--- config.mk ---
export PLATFORM = sky130hd
export DESIGN_NAME = irq_injector
export DESIGN_NICKNAME = d
export VERILOG_FILES = /design/src/rtl/irq_injector.sv
export SDC_FILE = /design/constraint.sdc
export NUM_CORES = 1
export LEC_CHECK = 0
export ABC_AREA = 1
export CORE_MARGIN = 2
export CORE_UTILIZATION = 48
export CTS_CLUSTER_SIZE = 24
export DETAILED_ROUTE_END_ITERATION = 6
export PLACE_DENSITY = 0.82
export SKIP_CTS_REPAIR_TIMING = 1
export SYNTH_ARGS = -nofsm -noshare
export SYNTH_HDL_FRONTEND = slang
export SYNTH_SLANG_ARGS = --single-unit
--- constraint.sdc ---
create_clock -name clk -period 2.5 [get_ports clk]
set_input_delay 0.5 -clock clk [delete_from_list [all_inputs] [get_ports clk]]
set_output_delay 0.5 -clock clk [all_outputs]
set_load 0.1 [all_outputs]
--- src/rtl/irq_injector.sv ---
// Interrupt stimulus generator: per-channel PC-triggered interrupts with optional
// delay and pulse timeout, cleared by a store to the acknowledge address.
module irq_injector #(
  parameter int                 N_CH       = 2,
  parameter logic [N_CH*32-1:0] TRIG_PC    = {32'h00003040, 32'h00003018},
  parameter int                 FIRE_LIMIT = 1,
  parameter int                 DELAY      = 0,
  parameter int                 PULSE_LEN  = 0,
  parameter logic [31:0]        ACK_ADDR   = 32'h00007F20
) (
  input  logic            clk,
  input  logic            reset,
  input  logic [31:0]     macroscopic_pc,
  input  logic [31:0]     m_data_addr,
  input  logic [3:0]      m_data_byteen,
  output logic            interrupt,
  output logic [N_CH-1:0] irq_vec,
  output logic [15:0]     ack_count,
  output logic [N_CH-1:0] timeout_flag
);

  typedef enum logic [2:0] {
    S_IDLE,
    S_WAIT,
    S_ASSERT,
    S_RELEASE,
    S_DONE
  } state_e;

  localparam logic [7:0] LIMIT_W = 8'(FIRE_LIMIT);
  localparam logic [7:0] DELAY_W = 8'(DELAY);
  localparam logic [7:0] PULSE_W = 8'(PULSE_LEN);

  state_e          state_q [N_CH];
  state_e          state_d [N_CH];
  logic [7:0]      fires_q [N_CH];
  logic [7:0]      fires_d [N_CH];
  logic [7:0]      dcnt_q  [N_CH];
  logic [7:0]      dcnt_d  [N_CH];
  logic [7:0]      pcnt_q  [N_CH];
  logic [7:0]      pcnt_d  [N_CH];
  logic [N_CH-1:0] hit_q;
  logic [N_CH-1:0] hit_d;
  logic [N_CH-1:0] timeout_q;
  logic [N_CH-1:0] timeout_d;
  logic [15:0]     ack_count_q;
  logic [15:0]     ack_count_d;

  logic [31:0]     pc_w;
  logic [31:0]     addr_w;
  logic            ack;
  logic [N_CH-1:0] trig;
  logic [3:0]      ack_n;
  logic [16:0]     ack_sum;

  // Rising-edge PC match so a PC stalled on the trigger address fires only once
  always_comb begin
    pc_w   = macroscopic_pc & 32'hFFFF_FFFC;
    addr_w = m_data_addr & 32'hFFFF_FFFC;
    ack    = (|m_data_byteen) && (addr_w == ACK_ADDR);
    for (int i = 0; i < N_CH; i++) begin
      hit_d[i] = (pc_w == TRIG_PC[32*i +: 32]);
    end
    trig = hit_d & ~hit_q;
  end

  always_comb begin
    ack_n = '0;
    for (int i = 0; i < N_CH; i++) begin
      state_d[i]   = state_q[i];
      fires_d[i]   = fires_q[i];
      dcnt_d[i]    = dcnt_q[i];
      pcnt_d[i]    = pcnt_q[i];
      timeout_d[i] = timeout_q[i];
      case (state_q[i])
        S_IDLE: begin
          if (trig[i] && (LIMIT_W == 8'd0 || fires_q[i] < LIMIT_W)) begin
            if (DELAY_W == 8'd0) begin
              state_d[i] = S_ASSERT;
              pcnt_d[i]  = 8'd1;
            end else begin
              state_d[i] = S_WAIT;
              dcnt_d[i]  = DELAY_W;
            end
          end
        end
        S_WAIT: begin
          if (dcnt_q[i] == 8'd1) begin
            state_d[i] = S_ASSERT;
            pcnt_d[i]  = 8'd1;
          end else begin
            dcnt_d[i] = dcnt_q[i] - 8'd1;
          end
        end
        // Ack takes priority over a timeout landing on the same edge
        S_ASSERT: begin
          if (ack) begin
            state_d[i] = S_RELEASE;
            ack_n      = ack_n + 4'd1;
          end else if (PULSE_W != 8'd0 && pcnt_q[i] == PULSE_W) begin
            state_d[i]   = S_RELEASE;
            timeout_d[i] = 1'b1;
          end else begin
            pcnt_d[i] = pcnt_q[i] + 8'd1;
          end
        end
        S_RELEASE: begin
          fires_d[i] = fires_q[i] + 8'd1;
          if (LIMIT_W != 8'd0 && (fires_q[i] + 8'd1) == LIMIT_W) begin
            state_d[i] = S_DONE;
          end else begin
            state_d[i] = S_IDLE;
          end
        end
        S_DONE: begin
          state_d[i] = S_DONE;
        end
        default: begin
          state_d[i] = S_IDLE;
        end
      endcase
    end
    ack_sum     = {1'b0, ack_count_q} + 17'(ack_n);
    ack_count_d = ack_sum[16] ? 16'hFFFF : ack_sum[15:0];
  end

  always_ff @(posedge clk or posedge reset) begin
    if (reset) begin
      for (int i = 0; i < N_CH; i++) begin
        state_q[i] <= S_IDLE;
        fires_q[i] <= '0;
        dcnt_q[i]  <= '0;
        pcnt_q[i]  <= '0;
      end
      hit_q       <= '0;
      timeout_q   <= '0;
      ack_count_q <= '0;
    end else begin
      for (int i = 0; i < N_CH; i++) begin
        state_q[i] <= state_d[i];
        fires_q[i] <= fires_d[i];
        dcnt_q[i]  <= dcnt_d[i];
        pcnt_q[i]  <= pcnt_d[i];
      end
      hit_q       <= hit_d;
      timeout_q   <= timeout_d;
      ack_count_q <= ack_count_d;
    end
  end

  always_comb begin
    for (int i = 0; i < N_CH; i++) begin
      irq_vec[i] = (state_q[i] == S_ASSERT);
    end
    interrupt    = |irq_vec;
    ack_count    = ack_count_q;
    timeout_flag = timeout_q;
  end

endmodule

Run 1, cell density map:
(4 px per um) 9 x 9 tiles, from black (low) to pale yellow (high), 0 to 100% covered.
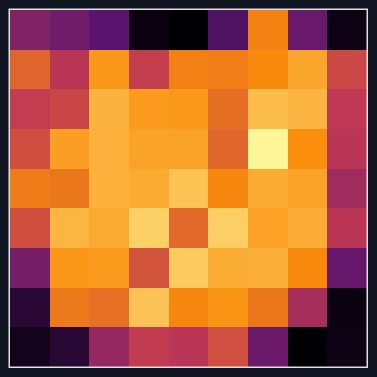
mean over tiles: 59%
fullest tile: 98%
nearly empty tiles: 2.5%

Run 1, the metal 2 layer:
(4 px per um)
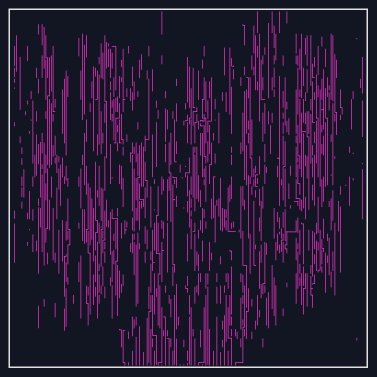
nets with wire on the layer: 534
longest straight run: 32.3 um
share of all routed wire: 55%
main direction: vertical
wire length on this layer: 4440 um

==> results.ini, run 1 <==
[power]
pg_seq_mw = 0.905
sw_frac_of_total = 0.219
vdd_ir_drop_max_mv = 0.196
p_sw_mw = 0.343
leakage_nw = 2.69
p_clk_mw = 0.509
p_int_mw = 1.22

[critical_path]
crit_family = simple AND/OR/NAND/NOR gates
r2r_start = state_q[2]
r2r_end = ack_count[10]
r2r_slack_ps = 50
cp-start-kind = input port
critPathSlowestCell = fa_2

[drt]
firstDrtPassIters = 4
via_per_inst = 4.86
ant_nets = 0

[timing]
tns_ps = 0
maxSlewHeadroom = 0.655
setup_viol = 0
hold_viol_final = 0

[synthesis]
edf_count = 0
synth.most_common_cell = nand2_1
synthesis.area_um2 = 3480
synth_top_flop_cell = dfrtp_1
common_cells = 98 x nand2_1, 69 x inv_1, 58 x nor2_1
syn_avg_cell_area_um2 = 7.63
fa_ha_area_frac = 0.0489
topCombFamilyByArea = simple AND/OR/NAND/NOR gates

[global_routing]
antenna_found_initial = 0
globalRoute.totalOverflow = 0

[clock_network]
insertion_delay_ps = 310

[finish]
layout-drive-gt1-share = 0.198
area_growth_pct = 39.0
n_antenna_cell = 0
layout_top_cells = 93 x nand2_1, 67 x inv_1, 56 x nor2_1
final_common_cell = nand2_1

[placed_design]
gp_congestion = 0.832
port_buffers = 84

[die]
dieArea_um2 = 7950
rows = 31

[run_status]
outcome = finished, final reports clean

Run 1, PDN straps and rails:
(4 px per um) Pins as bars on the die edge.
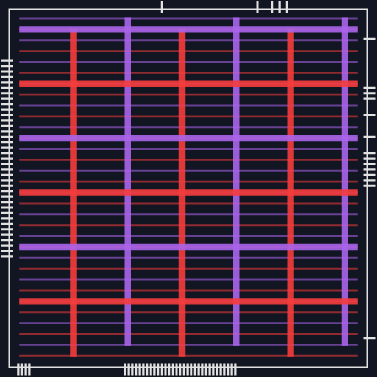
[VDD] purple
[VSS] red
signal pins: 91
met5 straps: 6
rows: 31
met1 rails: 32
met4 straps: 6

[run 1: cell type report]
cell class / instances / area, um2 / area share
multi-input cells: 316 / 1860 / 0.385
flip-flops and latches: 56 / 1400 / 0.290
repair buffers: 106 / 1060 / 0.219
inverters: 79 / 299 / 0.0618
well taps: 99 / 124 / 0.0256
clock buffers: 8 / 90.1 / 0.0186
[run 1: flip-flops by register name, indices dropped and copies added (netlist names)]
name,cells
hit_q,2
ack_count,16
state_q,6
fires_q,16
dcnt_q,16
[run 1: layer usage]
layer	vias up	wire, um	GRT usage
li1	1629	-	-
met1	1521	3230	0.226
met2	69	4440	0.416
met3	7	317	0.0379
met4	0	57	0.0461
met5	-	0	0
Run 1, clock wiring as the flow saved it:
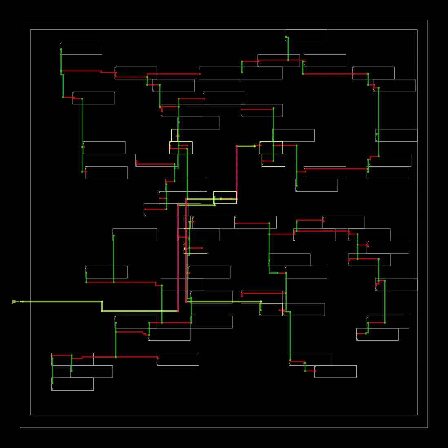

==> run 2: changes to the inputs <==
CORE_UTILIZATION = 40   (was 48)
PLACE_DENSITY = 0.71   (was 0.82)
Run 2, clock wiring as the flow saved it:
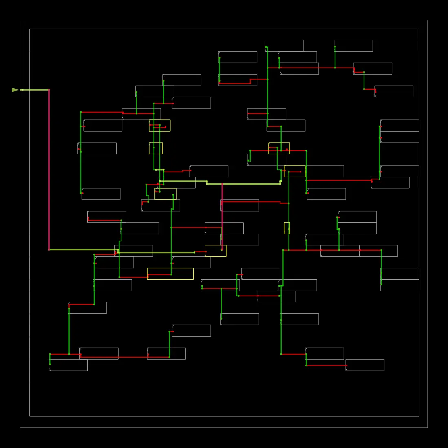
clock sink total: 56
Layout Skew: 12.3 ps

Run 2, PDN straps and rails:
(4 px per um) Pins as bars on the die edge.
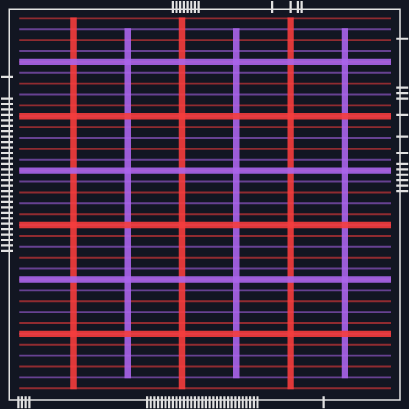
[VDD] purple
[VSS] red
met4 straps: 6
signal pins: 91
rows: 34
met1 rails: 35
met5 straps: 6

==> results.ini, run 2 <==
[drt]
firstDrtPassIters = 5
met2_length_um = 3800
wl_met1_um = 3360
ant_nets = 0
via_per_inst = 4.69
wl_met3_um = 284

[timing]
tns_ps = 0
setup_viol = 0

[finish]
n_antenna_cell = 0
final_common_cell = nand2_1
layout_top_cells = 93 x nand2_1, 67 x inv_1, 56 x dfrtp_1
layout-drive-gt1-share = 0.174

[critical_path]
crit_family = simple AND/OR/NAND/NOR gates
r2r_end = ack_count[2]
r2r_start = state_q[4]
critPathSlowestCell = fa_2

[synthesis]
synth_top_flop_cell = dfrtp_1
fa_ha_area_frac = 0.0489
synthesis.area_um2 = 3480
common_cells = 98 x nand2_1, 69 x inv_1, 58 x nor2_1
edf_count = 0
syn_avg_cell_area_um2 = 7.63

[placed_design]
gp_congestion = 0.816
port_buffers = 84

[run_status]
outcome = finished, final reports clean

[global_routing]
globalRoute.totalOverflow = 0

[power]
p_sw_mw = 0.364
vdd_ir_drop_max_mv = 0.204
pg_seq_mw = 0.905
p_int_mw = 1.30
p_clk_mw = 0.606

## run 2: layer usage
layer	vias up	track usage
met5	-	0
met2	65	0.282
met1	1445	0.184
met4	0	0.0278
met3	8	0.0317
li1	1610	-
## run 2: layout make-up
class / count / area (um2)
clock buffer: 6 / 72.6
timing repair buffer: 100 / 1020
tap: 108 / 135
clock inverter: 2 / 38.8
inverter: 79 / 297
sequential: 56 / 1400
fill: 791 / 3800
multi-input combinational: 316 / 1830
## run 2: worst max path at each step
| stage | to | slack [ps] |
|---|---|---|
| after floorplan | ack_count[10] | -850 |
| after global placement | ack_count[14] | -440 |
| after detailed placement | ack_count[10] | -520 |
| after CTS | ack_count[10] | -190 |
| after global routing | ack_count[10] | -40 |
| final | ack_count[2] | 80 |
